==> src/rtl/uart_disk_link.sv <==
// uart_disk_link: 8N1 full-duplex UART byte port behind the disk controller.
// Define UART_RX_FIFO_EN to buffer received bytes in a small FIFO.
module uart_disk_link #(
  parameter int CLK_HZ        = 50_000_000,
  parameter int BAUD          = 115200,
  parameter int TX_GUARD      = 2,
  parameter int RX_FIFO_DEPTH = 4
) (
  input  logic       clk,
  input  logic       rst_n,
  input  logic       dev_enable,
  input  logic       dev_we,
  input  logic [7:0] dev_data_out,
  output logic [7:0] dev_data_in,
  output logic       dev_write_done,
  output logic       dev_read_done,
  output logic       uart_txd,
  input  logic       uart_rxd,
  output logic       frame_err,
  output logic       tx_busy
);

  localparam int DIV  = CLK_HZ / BAUD;
  localparam int HALF = DIV / 2;
  localparam int CMAX = (DIV > TX_GUARD) ? DIV : TX_GUARD;
  localparam int CW   = $clog2(CMAX + 1);

  localparam logic [2:0] S_TX_IDLE  = 3'd0;
  localparam logic [2:0] S_TX_START = 3'd1;
  localparam logic [2:0] S_TX_BITS  = 3'd2;
  localparam logic [2:0] S_TX_STOP  = 3'd3;
  localparam logic [2:0] S_TX_GUARD = 3'd4;

  localparam logic [1:0] S_RX_IDLE  = 2'd0;
  localparam logic [1:0] S_RX_START = 2'd1;
  localparam logic [1:0] S_RX_BITS  = 2'd2;
  localparam logic [1:0] S_RX_STOP  = 2'd3;

  logic [2:0]    tx_st;
  logic [CW-1:0] tx_cnt;
  logic [2:0]    tx_bit;
  logic [7:0]    tx_sh;
  logic          tx_tick;

  assign tx_tick = tx_cnt == CW'(DIV - 1);

  always_ff @(posedge clk or negedge rst_n) begin
    if (!rst_n) begin
      tx_st  <= S_TX_IDLE;
      tx_cnt <= '0;
      tx_bit <= '0;
      tx_sh  <= '0;
    end else begin
      tx_cnt <= tx_cnt + 1'b1;
      unique case (tx_st)
        S_TX_IDLE: begin
          tx_cnt <= '0;
          if (dev_enable && dev_we) begin
            tx_sh  <= dev_data_out;
            tx_bit <= '0;
            tx_st  <= S_TX_START;
          end
        end
        S_TX_START: begin
          if (tx_tick) begin
            tx_cnt <= '0;
            tx_st  <= S_TX_BITS;
          end
        end
        S_TX_BITS: begin
          if (tx_tick) begin
            tx_cnt <= '0;
            tx_sh  <= {1'b0, tx_sh[7:1]};
            tx_bit <= tx_bit + 1'b1;
            if (tx_bit == 3'd7) tx_st <= S_TX_STOP;
          end
        end
        S_TX_STOP: begin
          if (tx_tick) begin
            tx_cnt <= '0;
            tx_st  <= (TX_GUARD == 0) ? S_TX_IDLE : S_TX_GUARD;
          end
        end
        S_TX_GUARD: begin
          // requests here are ignored so the controller can advance its byte
          if (tx_cnt == CW'(TX_GUARD - 1)) begin
            tx_cnt <= '0;
            tx_st  <= S_TX_IDLE;
          end
        end
        default: tx_st <= S_TX_IDLE;
      endcase
    end
  end

  always_comb begin
    uart_txd = 1'b1;
    unique case (1'b1)
      tx_st == S_TX_START: uart_txd = 1'b0;
      tx_st == S_TX_BITS:  uart_txd = tx_sh[0];
      default:             uart_txd = 1'b1;
    endcase
  end

  assign tx_busy        = tx_st != S_TX_IDLE;
  assign dev_write_done = (tx_st == S_TX_STOP) && tx_tick;

  logic          rx_s1;
  logic          rx_s2;
  logic          rx_s3;
  logic          rx_fall;
  logic [1:0]    rx_st;
  logic [CW-1:0] rx_cnt;
  logic [2:0]    rx_bit;
  logic [7:0]    rx_sh;
  logic          rx_hold;
  logic          rx_tick;
  logic          rx_smp;
  logic          rx_valid;

  always_ff @(posedge clk or negedge rst_n) begin
    if (!rst_n) begin
      rx_s1 <= 1'b1;
      rx_s2 <= 1'b1;
      rx_s3 <= 1'b1;
    end else begin
      rx_s1 <= uart_rxd;
      rx_s2 <= rx_s1;
      rx_s3 <= rx_s2;
    end
  end

  assign rx_fall  = rx_s3 && !rx_s2;
  assign rx_tick  = rx_cnt == CW'(DIV - 1);
  assign rx_smp   = (rx_st == S_RX_STOP) && !rx_hold && rx_tick;
  assign rx_valid = rx_smp && rx_s2;

  always_ff @(posedge clk or negedge rst_n) begin
    if (!rst_n) begin
      rx_st   <= S_RX_IDLE;
      rx_cnt  <= '0;
      rx_bit  <= '0;
      rx_sh   <= '0;
      rx_hold <= 1'b0;
    end else begin
      rx_cnt <= rx_cnt + 1'b1;
      unique case (rx_st)
        S_RX_IDLE: begin
          rx_cnt  <= '0;
          rx_hold <= 1'b0;
          if (rx_fall) rx_st <= S_RX_START;
        end
        S_RX_START: begin
          // mid start bit: a high line here was only a glitch
          if (rx_cnt == CW'(HALF - 1)) begin
            rx_cnt <= '0;
            rx_bit <= '0;
            rx_st  <= rx_s2 ? S_RX_IDLE : S_RX_BITS;
          end
        end
        S_RX_BITS: begin
          if (rx_tick) begin
            rx_cnt <= '0;
            rx_sh  <= {rx_s2, rx_sh[7:1]};
            rx_bit <= rx_bit + 1'b1;
            if (rx_bit == 3'd7) rx_st <= S_RX_STOP;
          end
        end
        S_RX_STOP: begin
          if (rx_hold) begin
            rx_cnt <= '0;
            if (rx_s2) rx_st <= S_RX_IDLE;
          end else if (rx_tick) begin
            rx_cnt <= '0;
            if (rx_s2) rx_st <= S_RX_IDLE;
            else       rx_hold <= 1'b1;
          end
        end
        default: rx_st <= S_RX_IDLE;
      endcase
    end
  end

  always_ff @(posedge clk or negedge rst_n) begin
    if (!rst_n) frame_err <= 1'b0;
    else        frame_err <= rx_smp && !rx_s2;
  end

`ifdef UART_RX_FIFO_EN
  localparam int AW = (RX_FIFO_DEPTH > 1) ? $clog2(RX_FIFO_DEPTH) : 1;

  logic [7:0]    fifo_mem [RX_FIFO_DEPTH];
  logic [AW-1:0] wr_ptr;
  logic [AW-1:0] rd_ptr;
  logic [AW:0]   fifo_cnt;
  logic          fifo_full;
  logic          fifo_empty;
  logic          push;
  logic          pop;

  assign fifo_full  = fifo_cnt == (AW + 1)'(RX_FIFO_DEPTH);
  assign fifo_empty = fifo_cnt == '0;
  // the previous pop's pulse doubles as the one-cycle gap
  assign pop  = dev_enable && !dev_we && !fifo_empty && !dev_read_done;
  assign push = rx_valid && (!fifo_full || pop);

  always_ff @(posedge clk or negedge rst_n) begin
    if (!rst_n) begin
      wr_ptr        <= '0;
      rd_ptr        <= '0;
      fifo_cnt      <= '0;
      dev_data_in   <= '0;
      dev_read_done <= 1'b0;
      for (int i = 0; i < RX_FIFO_DEPTH; i++) fifo_mem[i] <= '0;
    end else begin
      dev_read_done <= pop;
      if (push) begin
        fifo_mem[wr_ptr] <= rx_sh;
        wr_ptr           <= wr_ptr + 1'b1;
      end
      if (pop) begin
        dev_data_in <= fifo_mem[rd_ptr];
        rd_ptr      <= rd_ptr + 1'b1;
      end
      fifo_cnt <= fifo_cnt + {AW'(0), push} - {AW'(0), pop};
    end
  end
`else
  always_ff @(posedge clk or negedge rst_n) begin
    if (!rst_n) begin
      dev_data_in   <= '0;
      dev_read_done <= 1'b0;
    end else begin
      dev_read_done <= 1'b0;
      if (rx_valid && dev_enable && !dev_we) begin
        dev_data_in   <= rx_sh;
        dev_read_done <= 1'b1;
      end
    end
  end
`endif

endmodule

==> config.mk <==
export PLATFORM = sky130hd
export DESIGN_NAME = uart_disk_link
export DESIGN_NICKNAME = d
export VERILOG_FILES = /design/src/rtl/uart_disk_link.sv
export SDC_FILE = /design/constraint.sdc
export NUM_CORES = 1
export LEC_CHECK = 0
export CORE_ASPECT_RATIO = 1.4
export CORE_MARGIN = 1.5
export CORE_UTILIZATION = 43
export CTS_BUF_LIST = sky130_fd_sc_hd__clkbuf_8
export CTS_CLUSTER_SIZE = 8
export DETAILED_ROUTE_END_ITERATION = 10
export PLACE_DENSITY = 0.67
export SLEW_MARGIN = 25
export SYNTH_ARGS = -nofsm -noshare
export SYNTH_HDL_FRONTEND = slang
export SYNTH_SLANG_ARGS = --single-unit
export TNS_END_PERCENT = 1
==> constraint.sdc <==
create_clock -name clk -period 4.8 [get_ports clk]
set_clock_uncertainty 0.2 [all_clocks]
set_input_delay 0.72 -clock clk [delete_from_list [all_inputs] [get_ports clk]]
set_output_delay 0.72 -clock clk [all_outputs]
set_load 0.005 [all_outputs]
Figure 1. Routing congestion (run 1).
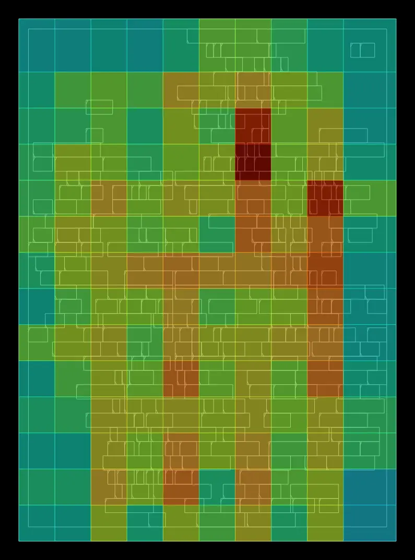
Tot GR Track Use: 0.150
routing usage on met2: 0.236

Figure 2. Signal wires by layer (run 1).
Only two layers are drawn.
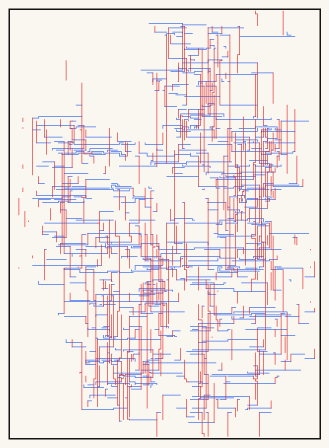
Blue marks met1, wire length 2150 µm. Red marks met2, wire length 2260 µm.
Post-Route WL: 4680 µm
Routed WL per cell: 13.3 µm
via count: 1828

==> flow_summary_export.csv, run 1 <==
group,metric,value,unit
outcome,status,"finished, final reports clean",
pwr,p_leak,0.00151,µW
synthesis,synthTopCellsByArea,"dfrtp_1 49%, mux2_2 13%, ha_1 5.6%, nor2_1 3.5%, xnor2_1 3.0%",
final_layout,comb_area_frac,0.382,
final_layout,comb_cells,162,
synthesis,yosys_cells,243,
hold_path,min_from,"rx_s1",
synthesis,synth_cell_type_count,44,
critical_path,critPathTopFamily,"simple AND/OR/NAND/NOR gates",
sta,fmax,311,MHz
clocking,cts_sinks,59,
synthesis,ys_seq_elements,59,
synthesis,edf_count,0,
final_layout,fillers,567,
synthesis,yosysTopAreaCell,"dfrtp_1",
final_layout,layout_top_cells,"56 x dfrtp_1, 32 x mux2_2, 27 x nor2_1, 24 x clkdlybuf4s50_1, 14 x inv_1",
pwr,top_power_group,"registers",
pwr,seq_cell_power,626,µW
floorplanning,die_area,7210,µm²
sta,max-slew-margin-rel,0.376,
critical_path,path_buffers,2,
synthesis,syn_area_per_cell,11.9,µm²
sta,tns,0,ns
flow_run,warning_count,32,
sta,rsz0062_at_grt,"no",
global_route,grt_max_degree,60,
global_route,antenna_found_initial,0,
synthesis,postSynthSeqShare,0.514,
clocking,clockBufferDepth,2,
synthesis,synthesis.area,2880,µm²
final_layout,comb_area,1310,µm²
clocking,path_clk_slew,0.07,ns
pwr,power_switching,444,µW
final_layout,regArea,1480,µm²
final_layout,area_growth,18.5,%
floorplanning,rows,35,
floorplanning,die_x,72.2,µm
synthesis,synth_cells,243,
final_layout,buffers,27,
synthesis,yosysWarnings,0,
critical_path,critical-path-max-stage-delay,0.57,ns
clocking,ctsHoldBuffers,0,
flow_run,maxCapViolCount,0,
placed_design,place_congestion,0.800,
final_layout,clkCellAreaFrac,0.0659,
pwr,p_seq_frac,0.435,
clocking,root_buffer,"clkbuf_8",
placed_design,io_buffers,25,
sta,timing.final.crit_period,3.22,ns
pwr,intPower,995,µW
critical_path,setup.worst_path.start,"tx_cnt[1]",
critical_path,worstRegToRegCells,6,
hold_path,worstHoldPathType,"flop to flop",
detailed_routing,first_iter_violations,75,
critical_path,cp.depth,6,
final_layout,largest_cell_class,"sequential cells",
detailed_routing,met1Wirelength,2150,µm
synthesis,async_flop_share,1.00,
floorplanning,initial_core_util,0.442,
floorplanning,nWellTaps,74,
final_layout,n_clock_buffer,9,
clocking,cts_buffers,9,
hold_path,hold_depth,0,
global_route,gr-usage-met1,0.183,
global_route,grt_pass1_wl,8270,µm
pwr,p_clk_frac,0.352,
critical_path,required,3.88,ns
final_layout,sh_seq_area,0.433,
synthesis,top_area_frac,0.486,
final_layout,nNetsFinal,299,
critical_path,slowest_stage,"clkdlybuf4s50_1",
final_layout,buffer_area_frac,0.0762,
clocking,h-tree-depth,3,
global_route,overflow,0,
critical_path,rr_startpoint,"tx_cnt[1]",
critical_path,critPathLaunchType,"flop",
sta,final.period_utilization,0.670,
placed_design,place_hpwl,3180,µm
sta,slew_viol_final,0,
detailed_routing,ant_nets,0,
pwr,power_density,421,nW/µm²
synthesis,fp_nets,269,
final_layout,layout-drive-gt1-share,0.223,
detailed_routing,drc,0,
synthesis,yosysChipArea,2880,µm²
Figure 3. Floorplan with the power grid (run 1).
Bar = 20 µm. Pins as bars on the die edge. Tap cells in gray.
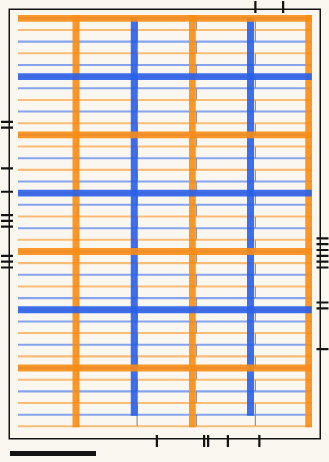
Blue marks VDD. Orange marks VSS.
26 signal pins sit on the boundary. The core has 35 rows.
core box area: 6530 µm²
Die Y: 99.9 µm
Worst VDD drop: 163 µV

## run 1: cells in the mapped netlist (all sizes together) (2+ instances only)
library cell and n:
buf 4, ha 13, nor2 27, mux2 32
xnor2 10, inv 14, clkbuf 4, nor3b 3
nand4 4, nand2 10, xor2 5, and3 3
o21ai 5, dfrtp 56, dfstp 3, nor3 6
nand3 13, nor2b 3, nand3b 2, mux2i 4
nand2b 2
## run 1: through the flow
step,hold slack (ns),std cells,power [µW],worst slack [ns],utilization
2_1_floorplan,0.145,243,868,2.64,-
3_3_place_gp,0.150,336,936,1.89,0.489
3_5_place_dp,0.150,336,948,1.89,0.489
4_1_cts,0.160,352,1460,1.52,0.523
5_1_grt,0.170,352,1530,1.42,0.523
6_report,0.161,352,1440,1.58,0.523
## run 1: final timing paths
kind / end / slack (ns)
max: dev_write_done / 1.58
min: rx_s2 / 0.16
max reg2reg: tx_bit[0] / 2.22
min reg2reg: rx_s2 / 0.16
max in group asynchronous: dev_data_in[5] / 3.60
min in group asynchronous: rx_bit[1] / 0.31
## run 1: state kept, by name, indices dropped and copies added (netlist names), named ones only
register       count
rx_st              1
rx_cnt             9
rx_sh              8
tx_cnt             9
dev_data_in        8
tx_sh              8
tx_st              3
rx_bit             3
rx_s1              1
frame_err          1
rx_hold            1
dev_read_done      1
rx_s3              1
tx_bit             3
rx_s2              1
## run 1: kinds of logic (layout without fill, tap and decap cells)
logic type / count (synthesis) / count (layout) / synth area share
flops: 59 / 59 / 0.514
mux: 36 / 36 / 0.139
compound gates: 17 / 17 / 0.0525
simple gates: 81 / 81 / 0.159
buf+inv: 22 / 57 / 0.0334
fa+ha+maj: 13 / 13 / 0.0564
xor+xnor: 15 / 15 / 0.0456
==> run 2, diff against run 1 <==
--- a/config.mk
+++ b/config.mk
@@ -11,7 +11,7 @@
 export CTS_BUF_LIST = sky130_fd_sc_hd__clkbuf_8
 export CTS_CLUSTER_SIZE = 8
 export DETAILED_ROUTE_END_ITERATION = 10
-export PLACE_DENSITY = 0.67
+export PLACE_DENSITY = 0.7
 export SLEW_MARGIN = 25
 export SYNTH_ARGS = -nofsm -noshare
 export SYNTH_HDL_FRONTEND = slang
==> constraint.sdc (replaced) <==
create_clock -name clk -period 2.9 [get_ports clk]
set_clock_uncertainty 0.2 [all_clocks]
set_input_delay 0.435 -clock clk [delete_from_list [all_inputs] [get_ports clk]]
set_output_delay 0.435 -clock clk [all_outputs]
set_load 0.005 [all_outputs]
Figure 4. Routing congestion (run 2).
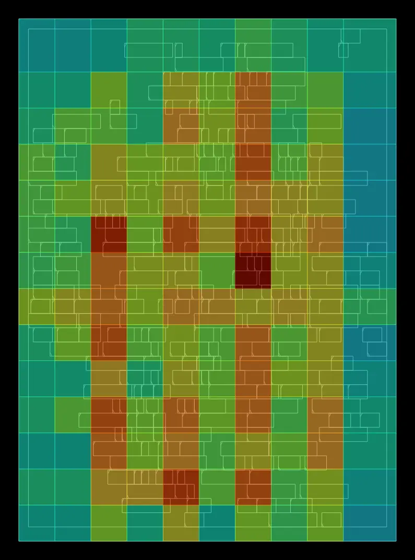
met3 Resource Use GR: 0.0392
final design utilization: 0.529
GR Util met1: 0.189
Tot GR Track Use: 0.149

==> run 2 against run 1 <==
  * Clock power is 55% higher
  * Core utilization up 0.56 points
  * Via count grew 1.1%
  * Register-to-register slack worse by 1.6 ns
==> flow_summary_export.csv, run 2 <==
group,metric,value,unit
pwr,p_seq_frac,0.442,
synthesis,top_area_frac,0.486,
final_layout,layout_top_cells,"56 x dfrtp_1, 32 x mux2_2, 27 x nor2_1, 24 x clkdlybuf4s50_1, 15 x inv_1",
outcome,status,"finished, final reports clean",
hold_path,min_from,"rx_s1",
sta,max-slew-margin-rel,0.566,
synthesis,synth_cell_type_count,44,
detailed_routing,via_count,1848,
placed_design,place_hpwl,3260,µm
clocking,cts_sinks,59,
final_layout,area_growth,19.8,%
critical_path,setup.worst_path.start,"tx_cnt[1]",
flow_run,warning_count,32,
pwr,power_switching,699,µW
synthesis,ys_seq_elements,59,
detailed_routing,wl_per_cell,12.9,µm
synthesis,yosysChipArea,2880,µm²
sta,timing.final.crit_period,2.74,ns
placed_design,io_buffers,25,
synthesis,syn_area_per_cell,11.9,µm²
synthesis,yosysTopAreaCell,"dfrtp_1",
synthesis,async_flop_share,1.00,
synthesis,synthesis.area,2880,µm²
critical_path,critPathLaunchType,"flop",
synthesis,fp_nets,269,
detailed_routing,drc,0,
hold_path,worstHoldPathType,"flop to flop",
critical_path,ff2ff_setup_slack,0.61,ns
synthesis,postSynthSeqShare,0.514,
synthesis,top_cells_by_count,"56 x dfrtp_1, 32 x mux2_2, 27 x nor2_1, 14 x inv_1",
sta,final.period_utilization,0.945,
final_layout,nNetsFinal,302,
detailed_routing,ant_nets,0,
placed_design,dpl.cell_count,337,
critical_path,path_buffers,2,
detailed_routing,first_iter_violations,119,
final_layout,finalNonFillerCells,355,
floorplanning,coreArea,6530,µm²
pwr,vdd_drop_max,335,µV
placed_design,place_congestion,0.790,
floorplanning,initial_core_util,0.442,
pwr,p_clk_frac,0.335,
critical_path,required,2.27,ns
detailed_routing,routed_wl,4580,µm
pwr,intPower,1640,µW
critical_path,critical-path-max-stage-delay,0.53,ns
global_route,grt_max_degree,32,
synthesis,synth_cells,243,
clocking,cts_buffers,9,
-- run 2: cell types whose count changed in the layout (fill, tap and decap cells not counted), sizes merged --
cell	change
buf	+2
clkinv	+2
clkinvlp	-2
dlygate4sd3	+1
-- run 2: power groups by stage --
stage	Combinational [µW]	Clock [µW]	Sequential [µW]
after detailed placement	516	0	1050
after global routing	593	846	1050
after floorplan	408	0	1030
final	521	784	1040
after CTS	522	807	1040
after global placement	508	0	1040
-- run 2: cell families (layout without fill, tap and decap cells) --
kind of cell	Yosys count	count (layout)	synth area share
adder cells (fa/ha/maj)	13	13	0.0564
flip-flops	59	59	0.514
multiplexers	36	36	0.139
XOR/XNOR	15	15	0.0456
AND/OR/NAND/NOR	81	81	0.159
AND-OR/OR-AND	17	17	0.0525
buffers and inverters	22	60	0.0334
-- run 2: area by class of cell --
class                           instances  area share
Sequential cell                        59       0.429
Inverter                               14      0.0152
Tap cell                               74      0.0268
Multi-Input combinational cell        162       0.383
Clock buffer                            9      0.0359
Timing Repair Buffer                   30      0.0863
Clock inverter                          7      0.0243
-- run 2: per-layer routing --
layer | up-vias | routed length (µm) | global-route usage
li1 | 904 | - | -
met3 | 9 | 176 | 0.0392
met2 | 37 | 2190 | 0.226
met5 | - | 0 | 0
met4 | 0 | 104 | 0.0914
met1 | 898 | 2100 | 0.189
-- run 2: through the flow --
stage | power, µW | util
detailed placement | 1570 | 0.492
finish | 2340 | 0.529
global placement | 1550 | 0.492
global route | 2490 | 0.529
floorplan | 1440 | -
CTS | 2360 | 0.526
-- run 2: worst reg2reg max path, delay by kind of cell (launching register included) --
family / cells / cell delay [ns]
buffers and inverters: 1 / 0.08
flip-flops: 1 / 0.39
adder cells (fa/ha/maj): 1 / 0.14
multiplexers: 1 / 0.38
AND/OR/NAND/NOR: 3 / 0.98
Power and IR drop assume default switching activity.
